==> config.mk <==
export PLATFORM = sky130hd
export DESIGN_NAME = div_unit
export DESIGN_NICKNAME = d
export VERILOG_FILES = /design/src/rtl/div_pkg.sv /design/src/rtl/div_step.sv /design/src/rtl/div_unit.sv
export SDC_FILE = /design/constraint.sdc
export NUM_CORES = 1
export LEC_CHECK = 0
export ABC_AREA = 1
export CORE_MARGIN = 8
export CORE_UTILIZATION = 60
export CTS_BUF_LIST = sky130_fd_sc_hd__clkbuf_8
export CTS_CLUSTER_DIAMETER = 100
export DETAILED_ROUTE_END_ITERATION = 8
export PLACE_DENSITY = 0.83
export SYNTH_ARGS = -nofsm -noshare
export SYNTH_HDL_FRONTEND = slang
export SYNTH_HIERARCHICAL = 1
export SYNTH_SLANG_ARGS = --single-unit
==> constraint.sdc <==
create_clock -name clk -period 14.3 [get_ports clk]
set_input_delay 2.145 -clock clk [delete_from_list [all_inputs] [get_ports clk]]
set_output_delay 2.145 -clock clk [all_outputs]
set_load 0.005 [all_outputs]
==> src/rtl/div_pkg.sv <==
// div_pkg: shared state encodings and constants for the iterative divider.
package div_pkg;
  typedef enum logic [1:0] {
    DIV_IDLE = 2'd0,
    DIV_BUSY = 2'd1,
    DIV_DONE = 2'd2
  } div_state_e;
  localparam logic [31:0] DIV_ZERO_QUOT = 32'hFFFF_FFFF;
endpackage

==> src/rtl/div_step.sv <==
// div_step: one combinational restoring-division step on the {rem,quo} pair.
module div_step #(
  parameter int WIDTH = 32
) (
  input  logic [2*WIDTH-1:0] rq_i,
  input  logic [WIDTH-1:0]   div_i,
  output logic [2*WIDTH-1:0] rq_o
);
  logic [WIDTH:0] w_sh;
  logic [WIDTH:0] w_diff;
  // shifted remainder keeps its carry-out bit so the compare never truncates
  assign w_sh   = rq_i[2*WIDTH-1:WIDTH-1];
  assign w_diff = w_sh - {1'b0, div_i};
  assign rq_o   = w_diff[WIDTH] ? {w_sh[WIDTH-1:0], rq_i[WIDTH-2:0], 1'b0}
                                : {w_diff[WIDTH-1:0], rq_i[WIDTH-2:0], 1'b1};
endmodule

==> src/rtl/div_unit.sv <==
// div_unit: iterative radix-2 restoring DIV/DIVU with stall/ready handshake and flush abort.
module div_unit
  import div_pkg::*;
#(
  parameter int WIDTH = 32,
  parameter int CNT_W = 6
) (
  input  logic               clk,
  input  logic               rst,
  input  logic               start_i,
  input  logic               signed_i,
  input  logic [WIDTH-1:0]   opdata1_i,
  input  logic [WIDTH-1:0]   opdata2_i,
  input  logic               annul_i,
  input  logic               hold_i,
  output logic               stall_o,
  output logic               ready_o,
  output logic [2*WIDTH-1:0] result_o
);
  div_state_e         r_state, w_state_nxt;
  logic [CNT_W-1:0]   r_cnt;
  logic [WIDTH-1:0]   r_rem, r_quo, r_div;
  logic               r_qneg, r_rneg;
  logic [2*WIDTH-1:0] r_result;
  logic [2*WIDTH-1:0] w_step;
  logic               w_neg1, w_neg2, w_last, w_launch, w_dz;
  logic [WIDTH-1:0]   w_abs1, w_abs2, w_rem_f, w_quo_f;

  assign w_neg1   = signed_i & opdata1_i[WIDTH-1];
  assign w_neg2   = signed_i & opdata2_i[WIDTH-1];
  assign w_abs1   = w_neg1 ? -opdata1_i : opdata1_i;
  assign w_abs2   = w_neg2 ? -opdata2_i : opdata2_i;
  assign w_last   = r_cnt == CNT_W'(WIDTH - 1);
  assign w_launch = (r_state == DIV_IDLE) & start_i & ~annul_i;
  assign w_dz     = opdata2_i == '0;

  div_step #(.WIDTH(WIDTH)) u_step (
    .rq_i  ({r_rem, r_quo}),
    .div_i (r_div),
    .rq_o  (w_step)
  );

  assign w_rem_f = r_rneg ? -w_step[2*WIDTH-1:WIDTH] : w_step[2*WIDTH-1:WIDTH];
  assign w_quo_f = r_qneg ? -w_step[WIDTH-1:0] : w_step[WIDTH-1:0];

  always_comb begin
    w_state_nxt = r_state;
    if (annul_i) w_state_nxt = DIV_IDLE;
    else if (w_launch) w_state_nxt = w_dz ? DIV_DONE : DIV_BUSY;
    else if (r_state == DIV_BUSY) w_state_nxt = w_last ? DIV_DONE : DIV_BUSY;
    else if (r_state == DIV_DONE) w_state_nxt = hold_i ? DIV_DONE : DIV_IDLE;
  end

  always_ff @(posedge clk or posedge rst) begin
    if (rst) begin
      r_state  <= DIV_IDLE;
      r_cnt    <= '0;
      r_rem    <= '0;
      r_quo    <= '0;
      r_div    <= '0;
      r_qneg   <= 1'b0;
      r_rneg   <= 1'b0;
      r_result <= '0;
    end else begin
      r_state <= w_state_nxt;
      if (w_state_nxt != DIV_DONE) r_result <= '0;
      if (w_launch) begin
        r_cnt  <= '0;
        r_rem  <= '0;
        r_quo  <= w_abs1;
        r_div  <= w_abs2;
        r_qneg <= w_neg1 ^ w_neg2;
        r_rneg <= w_neg1;
        if (w_dz) r_result <= {opdata1_i, WIDTH'(DIV_ZERO_QUOT)};
      end else if (r_state == DIV_BUSY && !annul_i) begin
        r_cnt <= r_cnt + 1'b1;
        {r_rem, r_quo} <= w_step;
        if (w_last) r_result <= {w_rem_f, w_quo_f};
      end
    end
  end

  // combinational so the hazard unit freezes the front end in the request cycle
  assign stall_o  = start_i & ~annul_i & ~rst & (r_state != DIV_DONE);
  assign ready_o  = r_state == DIV_DONE;
  assign result_o = r_result;
endmodule

Figure 1. Sequential cells grouped by signal name (run 1).
Scale: 2 px per um. Other sequential cells in the stronger gray, the rest of the logic in the fainter gray.
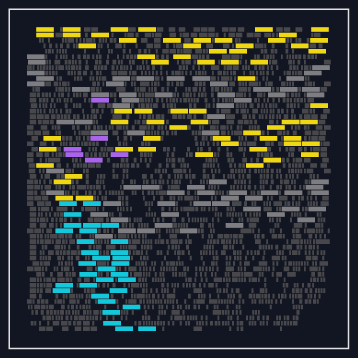
legend:
  r_div:
    color: cyan
    flops: 32
    where: south-west
  r_cnt:
    color: purple
    flops: 6
    where: west
  result_o:
    color: yellow
    flops: 64
not colored: 68
flop share of the area: 0.272
Seq. pwr: 596 uW
sequential standard cell area: 4250 sq um
end-of-flow core utilization: 0.675

Figure 2. Cells by drive strength (run 1).
Scale: 2 px per um.
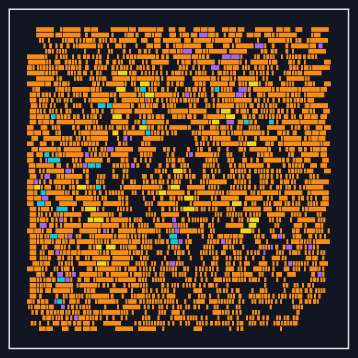
legend:
  _3 and _4 cells:
    color: cyan
    cells: 22
  _0 and _1 cells:
    color: orange
    cells: 2217
  _2 cells:
    color: purple
    cells: 48
  _6 and larger:
    color: yellow
    cells: 29

Figure 3. Signal wires on met3 (run 1).
Scale: 1.5 px per um.
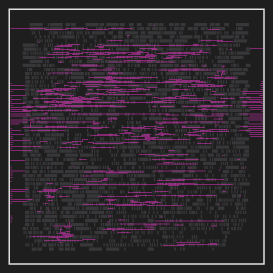
share of all routed wire: 10%
main direction: horizontal
wire length on this layer: 4520 um

run 1: area by class of cell:
type,count,area share
clock buffer,18,0.0158
clock inverter,14,0.00951
inverter,339,0.0817
multi-input combinational,1631,0.505
sequential,170,0.272
tap,319,0.0255
timing repair buffer,144,0.0906
run 1: worst max-delay path, stage by stage:
cell and delay (ps):
sky130_fd_sc_hd__clkdlybuf4s50_1 450, sky130_fd_sc_hd__inv_1 120, sky130_fd_sc_hd__nand2_2 80, sky130_fd_sc_hd__nor3_1 170, sky130_fd_sc_hd__clkdlybuf4s50_1 530
run 1: per-layer routing:
metal | vias to the layer above | track usage | wire [um]
met5 | - | 0 | 10
met4 | 2 | 0.0831 | 846
met3 | 69 | 0.0617 | 4520
met2 | 780 | 0.482 | 19400
met1 | 6979 | 0.449 | 20200
li1 | 7222 | - | -
run 1: power groups by stage:
stage	registers (mW)	logic [mW]	clock network [mW]
after floorplan	0.571	0.434	0
after global placement	0.601	0.537	0
after detailed placement	0.602	0.550	0
after CTS	0.593	0.554	0.351
after global routing	0.602	0.636	0.368
final	0.596	0.565	0.348
run 1: cells by family after synthesis:
group,count (synthesis)
fa+ha+maj,38
compound gates,318
xor+xnor,44
simple gates,1229
buf+inv,438
flops,170
mux,2
run 1: per-stage QoR:
step / hold WS, ps / utilization / area, sq um
floorplan: 449 / - / 14000
global placement: 464 / 0.658 / 15300
detailed placement: 468 / 0.658 / 15300
CTS: 495 / 0.675 / 15700
global route: 513 / 0.675 / 15700
finish: 497 / 0.675 / 15700
run 1: sequential cells by signal, summed over array words and instances (netlist names):
| signal | cells |
|---|---|
| r_rem | 32 |
| r_state | 2 |
| r_cnt | 6 |
| r_rneg | 1 |
| r_qneg | 1 |
| r_quo | 32 |
| r_div | 32 |
| result_o | 64 |
==> summary.txt, run 1 <==
Status of the implementation.

- The flow ran to the end, and the final reports show no timing, DRC or antenna violations.
- The H-tree generated during clock tree synthesis spans 4 levels.
- Synthesis inferred 170 register bits.
- For hold timing, the worst endpoint is r_div[16].
- The end of the worst register-to-register path is result_o[30], for reference.
- The post-route DRC violation count is 0, for reference.
- The library cell occupying the most area in the post-synthesis netlist is sky130_fd_sc_hd__dfrtp_1, for reference.
- The cell total after placement is 2603, for reference.
- For reference, the placement row count at floorplan is 56.
- Counting pins that exceed their max-slew limit in the final report gives 0.
- The first detailed-routing pass took 8 iterations.
- The async set-or-reset flop fraction in the synthesized netlist is 1.00, for reference.
- The final timing report gives a worst setup slack of 8650 ps.
- Measured along the y axis, the die boundary spans 169 um.
- RePlAce ended its routability-driven mode at a weighted congestion of 0.996.
- The area of the chip is 28500 sq um, for reference.
- The number of cells on the worst hold path is 2, for reference.
- The total leakage power is 8.06 nW, for reference.
- STA classifies the critical path endpoint as an output pin.
- The adder and majority cell fraction of the synthesized area is 0.0344, for reference.
- The total number of vias is 15100, for reference.
- The tree built by TritonCTS fans out to 170 sinks.
- For reference, the most critical setup path is categorized as primary input to output pin.
- The via count of the first global-routing pass came to 14100.
- In this run the maximum-capacitance check reported violations numbering 0.
- The combined area of the multi-input logic cells is 7910 sq um, for reference.
- After clock tree synthesis, the repair step resized 0 gates.
- The post-route antenna net violation count is 0, for reference.
- Counting the buffers created by CTS gives 17.
- The relative contribution of the clock network to total power is 0.231, for reference.
- The stat command in Yosys gives a chip area of 14000 sq um.
- Setup repair after global routing left no endpoint under its margin.
- Setup slack on the worst path after placement came out at 8660 ps.
- The total power of the final layout is 1.51 mW, for reference.
- In this run the cell area of the synthesized design comes to 14000 sq um.
- The post-CTS setup repair buffer count is 0, for reference.
- Yosys attributes the largest share of cell area to sky130_fd_sc_hd__dfrtp_1 30%, sky130_fd_sc_hd__nand2_1 19%, sky130_fd_sc_hd__inv_1 8.9%.
- The pin count of the biggest net entering global routing is 105, for reference.
- The power density normalized to cell area is 96.4 nW/um^2, for reference.
- The synthesis log from Yosys contains 6 warnings.
- The endpoint of the worst setup timing path is stall_o, for reference.
- Per the cell usage report, the commonest logic cell in the layout is sky130_fd_sc_hd__nand2_1.
- The clock reaches the later pin of the worst-skew pair after 480 ps.
- The final routed wire length divided by cell count is 17.1 um, for reference.
- The setup TNS after final layout is 0 ps, for reference.
- The CTS clock-pin slew for the worst setup and hold paths is 110 ps, for reference.
- Of the total power, the share spent switching nets is 0.430.
- The logic gate share of total power is 0.374, for reference.
- The maximum clock frequency is 0.177 GHz, for reference.
- The cell-mix breakdown from Yosys lists the simple-gate area share as 0.369.
- The average vias per placed instance is 5.71, for reference.
- The slack of the worst reg-to-reg path is 9730 ps, for reference.
- The dominant non-sequential cell family after synthesis is simple AND/OR/NAND/NOR gates, for reference.
- The number of cells in the finished layout apart from fillers is 2635, for reference.
- The number of cell instances after yosys synthesis is 2239, for reference.
- The number of DRC violations after detailed-routing iteration 0 is 1969, for reference.
- The number of cells traversed by the worst register-to-register path is 24, for reference.
- Of the available clock period, the critical path in the final layout requires 0.395.
- The register share of total power is 0.395, for reference.
- The worst min-delay path startpoint is r_div[16], for reference.
- For this run, the leading register cell type out of synthesis is sky130_fd_sc_hd__dfrtp_1.
- The xor-xnor portion of the synthesized cell area is 0.0275, for reference.
- The first global-routing pass estimated 72.9 mm of wire.
- In the final layout, the fill cell count is 2155.
- STA classifies the critical path startpoint as a primary input.
- For reference, the critical path is launched at annul_i.
- For this configuration, the core starts out at a cell density of 0.605.
- The final critical path time including I/O delays and setup is 5650 ps, for reference.
- The floorplan report gives the top-level pin count as 136.
- The transition time recorded at the tightest slew-check pin is 1100 ps.
- The critical-path maximum fanout is 3, for reference.
- The final layout contains routed wiring with a total length of 45.0 mm.
- The number of hold violations in the final report is 0, for reference.
- The global-route usage over all layers is 0.316, for reference.
- The root buffer cell is sky130_fd_sc_hd__clkbuf_8, for reference.
- The layout-stage area growth over the synthesis result is 11.7%, for reference.
- The average size of a mapped cell is 6.26 sq um, for reference.
- The finished design was reported to have a net count of 2411.
- The launch point of the worst register-to-register path is recorded as r_quo[31].
- Per the cell usage report, the commonest logic cells after layout are 726 x sky130_fd_sc_hd__nand2_1, 330 x sky130_fd_sc_hd__inv_1, 193 x sky130_fd_sc_hd__nand3_1, 190 x sky130_fd_sc_hd__nor2_1, 170 x sky130_fd_sc_hd__dfrtp_1.
- The mux cell area share after synthesis is 0.00161, for reference.
- In this run, post-CTS hold repair placed 0 buffers.
- The power report lists cell-internal power as 861 uW.
- The commonest cells after synthesis are 726 x sky130_fd_sc_hd__nand2_1, 332 x sky130_fd_sc_hd__inv_1, 193 x sky130_fd_sc_hd__nand3_1.
- The number of antenna violations at the first check in global routing is 1, for reference.
- The number of diodes added for antenna fixing is 0, for reference.
- The path class of the lowest-slack min-delay path is flip-flop to flip-flop, for reference.
- Per the synthesis report, the number of distinct cell types is 55.
- The complex-gate fraction of the synthesized area is 0.131, for reference.
- The total tool warning count is 28, for reference.
- The net count after synthesis is 2347.
- For the final database, setup skew stands at 20.8 ps.
- The power spent charging and discharging nets is 649 uW, for reference.
- The number of I/O port buffers is 135, for reference.
- From left edge to right edge, the die measures 169 um.
- For this run, the register share of the synthesized area comes to 0.303.
- The placeable core region is 23200 sq um, for reference.
- The maximum clock path buffer count is 2, for reference.
- Setup violations remaining at the end of the flow were counted as 0.
- The total overflow left after global routing is 0.
- The gate count of the mapped netlist is 2239, for reference.
- The post-detailed-placement half-perimeter wirelength is 34.7 mm, for reference.
- The top cell type by instance count after synthesis is sky130_fd_sc_hd__nand2_1, for reference.
- At the worst endpoint, the required time is 12150 ps.
- The peak ir drop on the vdd network is 0.0596 mV, for reference.
- The worst-case max-slew headroom was logged as 0.264.
- The layout summary lists the proportion of cells stronger than drive strength 1 as 0.0427.
- The area share of the largest cell type after synthesis is 0.303, for reference.
- The data arrival time reported for the critical path is 3500 ps.
- The post-synth count of flops with an enable pin is 0.
- The clock tree from TritonCTS is done, for reference.
Figure 4. Placed cells, one color a class (run 1).
Scale: 3 px per um.
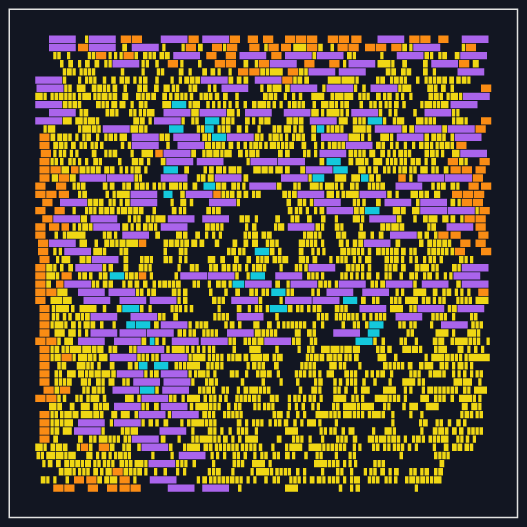

## Run 2: what changed since run 1
CORE_UTILIZATION = 55   (was 60)
PLACE_DENSITY = 0.8   (was 0.83)
clock period = 5.15 ns   (was 14.3 ns; I/O delays follow)
Figure 5. Placed cells, one color a class (run 2).
Scale: 3 px per um.
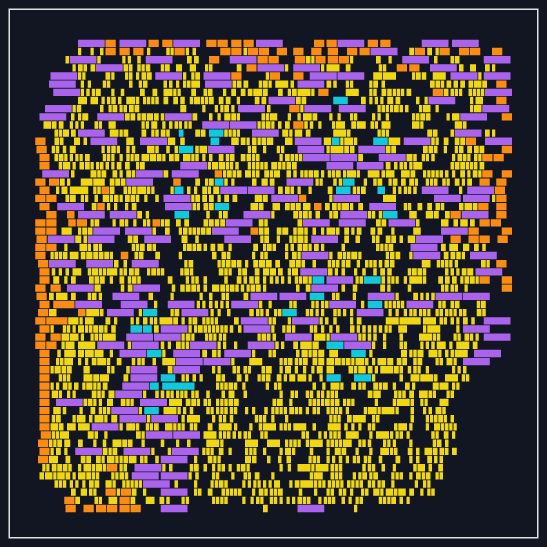
legend:
  combinational and other logic:
    color: yellow
    cells: 1970
    share_of_their_area: 60%
  flops:
    color: purple
    cells: 170
    share_of_their_area: 28%
  other buffers and delay cells:
    color: orange
    cells: 149
    share_of_their_area: 9.7%
  clock drivers and dummy loads:
    color: cyan
    cells: 32
    share_of_their_area: 2.7%
design area: 15800 sq um
cell row count: 58
flop share of the area: 0.270
Placeable Area: 25100 sq um
end-of-flow core utilization: 0.627

Figure 6. Cells by drive strength (run 2).
Scale: 2 px per um.
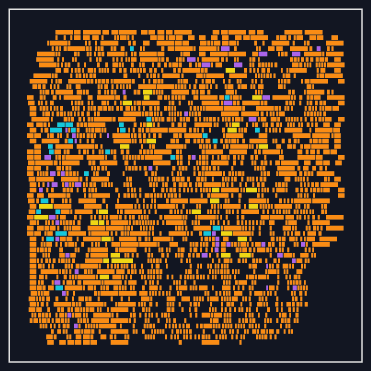
legend:
  _0 and _1 cells:
    color: orange
    cells: 2217
  _6 and larger:
    color: yellow
    cells: 30
  _2 cells:
    color: purple
    cells: 48
  _3 and _4 cells:
    color: cyan
    cells: 26
number of signal-net buffers in the layout: 149
area delta synth->final: 12.3%
final worst-path setup slack: 1120 ps

==> run 2 against run 1 <==
Effect of this change: setup slack lost 7500 ps; sequential share of layout area shrank 0.16 points; total power grew to 2.8 times the previous value; synthesized cell count is the same; critical path type is now flip-flop to flip-flop; critical endpoint is now result_o[57]; highest routed layer is now met4.
==> summary.txt, run 2 <==
Status of the implementation.

- The flow ran to the end, and the final reports show no timing, DRC or antenna violations.
- The pin count of the biggest net entering global routing is 167 (+59%), for reference.
- The post-synth tally of flip-flops with integrated enable is 0 (unchanged), for reference.
- The root buffer cell is sky130_fd_sc_hd__clkbuf_8, for reference.
- The top cell type by instance count after synthesis is sky130_fd_sc_hd__nand2_1, for reference.
- The highest layer touched by signal routing is met4.
- The total tool warning count came to 29 (+3.6%).
- The CTS buffer count is 17 (unchanged), for reference.
- The power dissipated in the clock network is 1.02 mW (+190%).
- The logic gate share of total power came to 0.374 (about the same).
- Per the cell usage report, the commonest logic cell in the layout is sky130_fd_sc_hd__nand2_1.
- The average size of a mapped cell is 6.26 sq um (unchanged), for reference.
- The maximum clock path buffer count came to 2 (unchanged).
- The global routing met2 resource utilization is 0.434 (-0.0483).
- The Yosys warning count is 6 (unchanged).
- The detailed-route wire length on metal 1 is 20.7 mm (+2.4%), for reference.
- The most crowded layer after global routing is met2, for reference.
- The global-route wire length before repair is 73.8 mm (+1.2%), for reference.
- The power spent charging and discharging nets came to 1.82 mW (+180%).
- The total global routing overflow is 0 (unchanged).
- The endpoint required time on the critical path is 5560 ps (-6590 ps).
- The type of element launching the critical path is a flip-flop, for reference.
- The measured slew at the worst slew-check pin was 1030 ps (-71.5 ps).
- The end of the worst register-to-register path is result_o[57], for reference.
- The critical path goes through inv_1, ha_1, fa_1, inv_1, nand2_1, nand2_1, nand3_1, nand2_2, nand2_1, nand2_2, nand2_2, nand3_1, nand2_4, nand2_1, nand2_1, nor2_1, nand2_1, nor2_1, nand2_1, o21ai_1, nand2_1, a21oi_1, o21ai_0, nand3_1.
- For the worst min-delay path, the startpoint reported by OpenROAD is r_div[29].
- The number of max-slew violations in the final report is 0 (unchanged), for reference.
- Yosys reports that the most numerous cell types are 726 x sky130_fd_sc_hd__nand2_1, 332 x sky130_fd_sc_hd__inv_1, 193 x sky130_fd_sc_hd__nand3_1.
- The number of antenna violations at the first check in global routing came to 1 (unchanged).
- The peak ir drop on the vdd network is 0.152 mV (+150%), for reference.
- The met3 layer wire length in the routed design is 4.54 mm (+0.35%), for reference.
- The worst setup timing slack at the placement stage is 1220 ps (-7440 ps), for reference.
- The number of max-capacitance violations reported was 0 (unchanged).
- The number of cells traversed by the worst register-to-register path is 24 (unchanged), for reference.
- The summed instance area of the synthesized netlist is 14000 sq um (unchanged), for reference.
- The cell area reported after detailed placement is 15300 sq um (+0.49%), for reference.
- The global-route usage over all layers is 0.297 (-0.0186), for reference.
- The starting density of the core was 0.559 (-0.0462).
- The number of flip-flops under the largest register name is 64 (unchanged), for reference.
- The cell total after placement is 2619 (+0.61%).
- The post-synthesis chip area from yosys was 14000 sq um (unchanged).
- The post-CTS setup repair buffer count was 0 (unchanged).
- The clock network latency to the later pin of the worst-skew pair is 490 ps (about the same), for reference.
- The net count after synthesis is 2347 (unchanged).
- The number of cells on the worst hold path was 2 (unchanged).
- The share of the clock period used by the worst path after layout is 0.783, for reference.
- The relative contribution of the clock network to total power is 0.240 (+0.009), for reference.
- The post-route DRC violation count is 0 (unchanged), for reference.
- The post-detailed-placement half-perimeter wirelength is 35.8 mm (+3.1%).
- The most used cell along the critical path is sky130_fd_sc_hd__nand2_1, for reference.
- The number of placed I/O pins is 136 (unchanged), for reference.
- The global-route met3 utilization is 0.0664 (+0.00462), for reference.
- The critical path arrival is 4440 ps (+940 ps), for reference.
- The switching fraction of total power is 0.428 (-0.00174), for reference.
- The slack of the worst reg-to-reg path is 1120 ps (-8610 ps), for reference.
- The average vias per placed instance came to 5.70 (-0.20%).
- The routed length on met2 is 19.7 mm (+1.2%).
- The highest cell delay on the worst timing path is 490 ps (-40 ps), for reference.
- The path class of the lowest-slack min-delay path is flip-flop to flip-flop, for reference.
- The hold path endpoint is r_div[29], for reference.
- The largest clock skew in the final design is 27.6 ps (+6.76 ps).
- The final-layout worst hold slack is 491 ps (-5.20 ps), for reference.
- The area share of the largest cell type after synthesis came to 0.303 (unchanged).
- The number of distinct library cell variants in the gate-level netlist after synthesis is 55 (unchanged).
- The worst-path cell with the longest stage delay is sky130_fd_sc_hd__o21ai_1, for reference.
- The power of the combinational group came to 1.59 mW (+180%).
- TritonCTS built the clock tree.
- The post-route antenna net violation count is 0 (unchanged).
- The share of the yosys chip area belonging to registers was 0.303 (unchanged).
- The number of hold violations in the final report was 0 (unchanged).
- The net count reported at finish is 2416 (+0.21%).
- STA classifies the critical path endpoint as a flip-flop.
- The CTS clock-pin slew for the worst setup and hold paths is 100 ps (about the same), for reference.
- The biggest slice of the total power is consumed by sequential cells.
- STA lists the startpoint of the worst register-to-register path as r_quo[31].
- The final routed wire length divided by cell count was 17.5 um (+2.3%).
- The total number of clock tree sinks is 170 (unchanged), for reference.
- The post-cts gate resize count is 0 (unchanged), for reference.
- The sum of buffers and inverters on the critical path is 2 (-1), for reference.
- The critical path is of the flip-flop to flip-flop type.
- The number of I/O port buffers is 135 (unchanged).
- Setup repair after global routing left no endpoint under its margin.
- The total number of vias is 15100 (+0.45%).
- The library cell occupying the most area in the post-synthesis netlist is sky130_fd_sc_hd__dfrtp_1, for reference.
- Yosys attributes the largest share of cell area to sky130_fd_sc_hd__dfrtp_1 30%, sky130_fd_sc_hd__nand2_1 19%, sky130_fd_sc_hd__inv_1 8.9%.
- The internal portion of total power is 2.43 mW (+180%), for reference.
- The global placement routability congestion is 0.981 (-1.5%).
- The number of inserted filler cells in the final layout was 2443 (+13%).
- The final critical path time including I/O delays and setup is 4030 ps, for reference.
- The horizontal die size is 176 um (+4.0%), for reference.
- The total wire length is 46.4 mm (+3.0%), for reference.
- The number of detailed-routing iterations run before antenna repair was 6 (-2).
- The worst relative slew slack came to 0.316 (+0.0516).
- The number of cell instances after yosys synthesis is 2239 (unchanged).
- The register share of total power is 0.386 (-0.009).
- The power density normalized to cell area is 269 nW/um^2 (+180%).
- The async set-or-reset flop fraction in the synthesized netlist is 1.00 (unchanged).
- The number of buffers inserted for hold repair after clock tree synthesis is 0 (unchanged), for reference.
- The area of the chip was 30900 sq um (+8.2%).
- The via count of the first global-routing pass is 14100 (-0.35%), for reference.
- The final number of setup-violating endpoints came to 0 (unchanged).
- The flip-flop and latch power is 1.64 mW (+180%), for reference.
- The total power of the final layout came to 4.24 mW (+180%).
- The gate family responsible for the most delay along the worst path is simple AND/OR/NAND/NOR gates, for reference.
- Ranking logic cells in the layout by count gives the top entries 726 x sky130_fd_sc_hd__nand2_1, 330 x sky130_fd_sc_hd__inv_1, 193 x sky130_fd_sc_hd__nand3_1, 190 x sky130_fd_sc_hd__nor2_1, 170 x sky130_fd_sc_hd__dfrtp_1.
- The total leakage power is 8.09 nW (+0.41%).
- The global routing usage on met1 was 0.420 (-0.0297).
- The flow reports an fmax of 0.248 GHz.
- The prevailing post-synth register cell is sky130_fd_sc_hd__dfrtp_1, for reference.
- The vertical extent of the die is 176 um (+4.0%).
- The number of DRC violations after detailed-routing iteration 0 is 1666 (-15%).
- The post-synthesis sequential element count came to 170 (unchanged).
- The setup TNS after final layout is 0 ps (unchanged), for reference.
- The number of cells in the finished layout apart from fillers is 2652 (+0.65%), for reference.
- The H-tree level count is 4 (unchanged), for reference.
- The gate count of the mapped netlist came to 2239 (unchanged).
- The critical-path maximum fanout is 33 (+30).
- The fraction of layout cells with a size suffix above 1 is 0.0448 (+0.00206).
[run 2: cell types whose count changed in the layout (fill, tap and decap cells not counted)]
cell | before | now
sky130_fd_sc_hd__buf_12 | 0 | 2
sky130_fd_sc_hd__inv_8 | 4 | 3
sky130_fd_sc_hd__buf_4 | 9 | 12
sky130_fd_sc_hd__clkbuf_8 | 18 | 17
sky130_fd_sc_hd__clkinvlp_4 | 2 | 3
sky130_fd_sc_hd__diode_2 | 0 | 1
sky130_fd_sc_hd__bufinv_16 | 0 | 1
[run 2: tightest hold or removal path, stage by stage (launching register included)]
cell	delay, ps
sky130_fd_sc_hd__dfrtp_1	360
sky130_fd_sc_hd__nand2_1	60
sky130_fd_sc_hd__nand2_1	50
[run 2: cells by family after synthesis]
group | Yosys count | share of synthesized area
flops | 170 | 0.303
fa+ha+maj | 38 | 0.0344
compound gates | 318 | 0.131
mux | 2 | 0.00161
buf+inv | 438 | 0.133
simple gates | 1229 | 0.369
xor+xnor | 44 | 0.0275
[run 2: layout make-up]
type,instances,area [sq um],area share
clock inverters,15,176,0.0112
clock buffers,17,234,0.0149
flip-flops and latches,170,4250,0.270
well taps,330,413,0.0262
diodes,1,2.50,0.000159
multi-input cells,1631,7910,0.502
repair buffers,149,1480,0.0941
inverters,339,1280,0.0812
[run 2: worst max path at each step]
stage / from / end / cells after the start
2_1_floorplan: r_quo[31] / result_o[60] / 27
3_3_place_gp: r_quo[31] / result_o[57] / 23
3_5_place_dp: r_quo[31] / result_o[57] / 23
4_1_cts: r_quo[31] / result_o[57] / 24
5_1_grt: r_quo[31] / result_o[55] / 25
6_report: r_quo[31] / result_o[57] / 24
Power figures rest on the tool's default switching activity, not on a simulated workload.
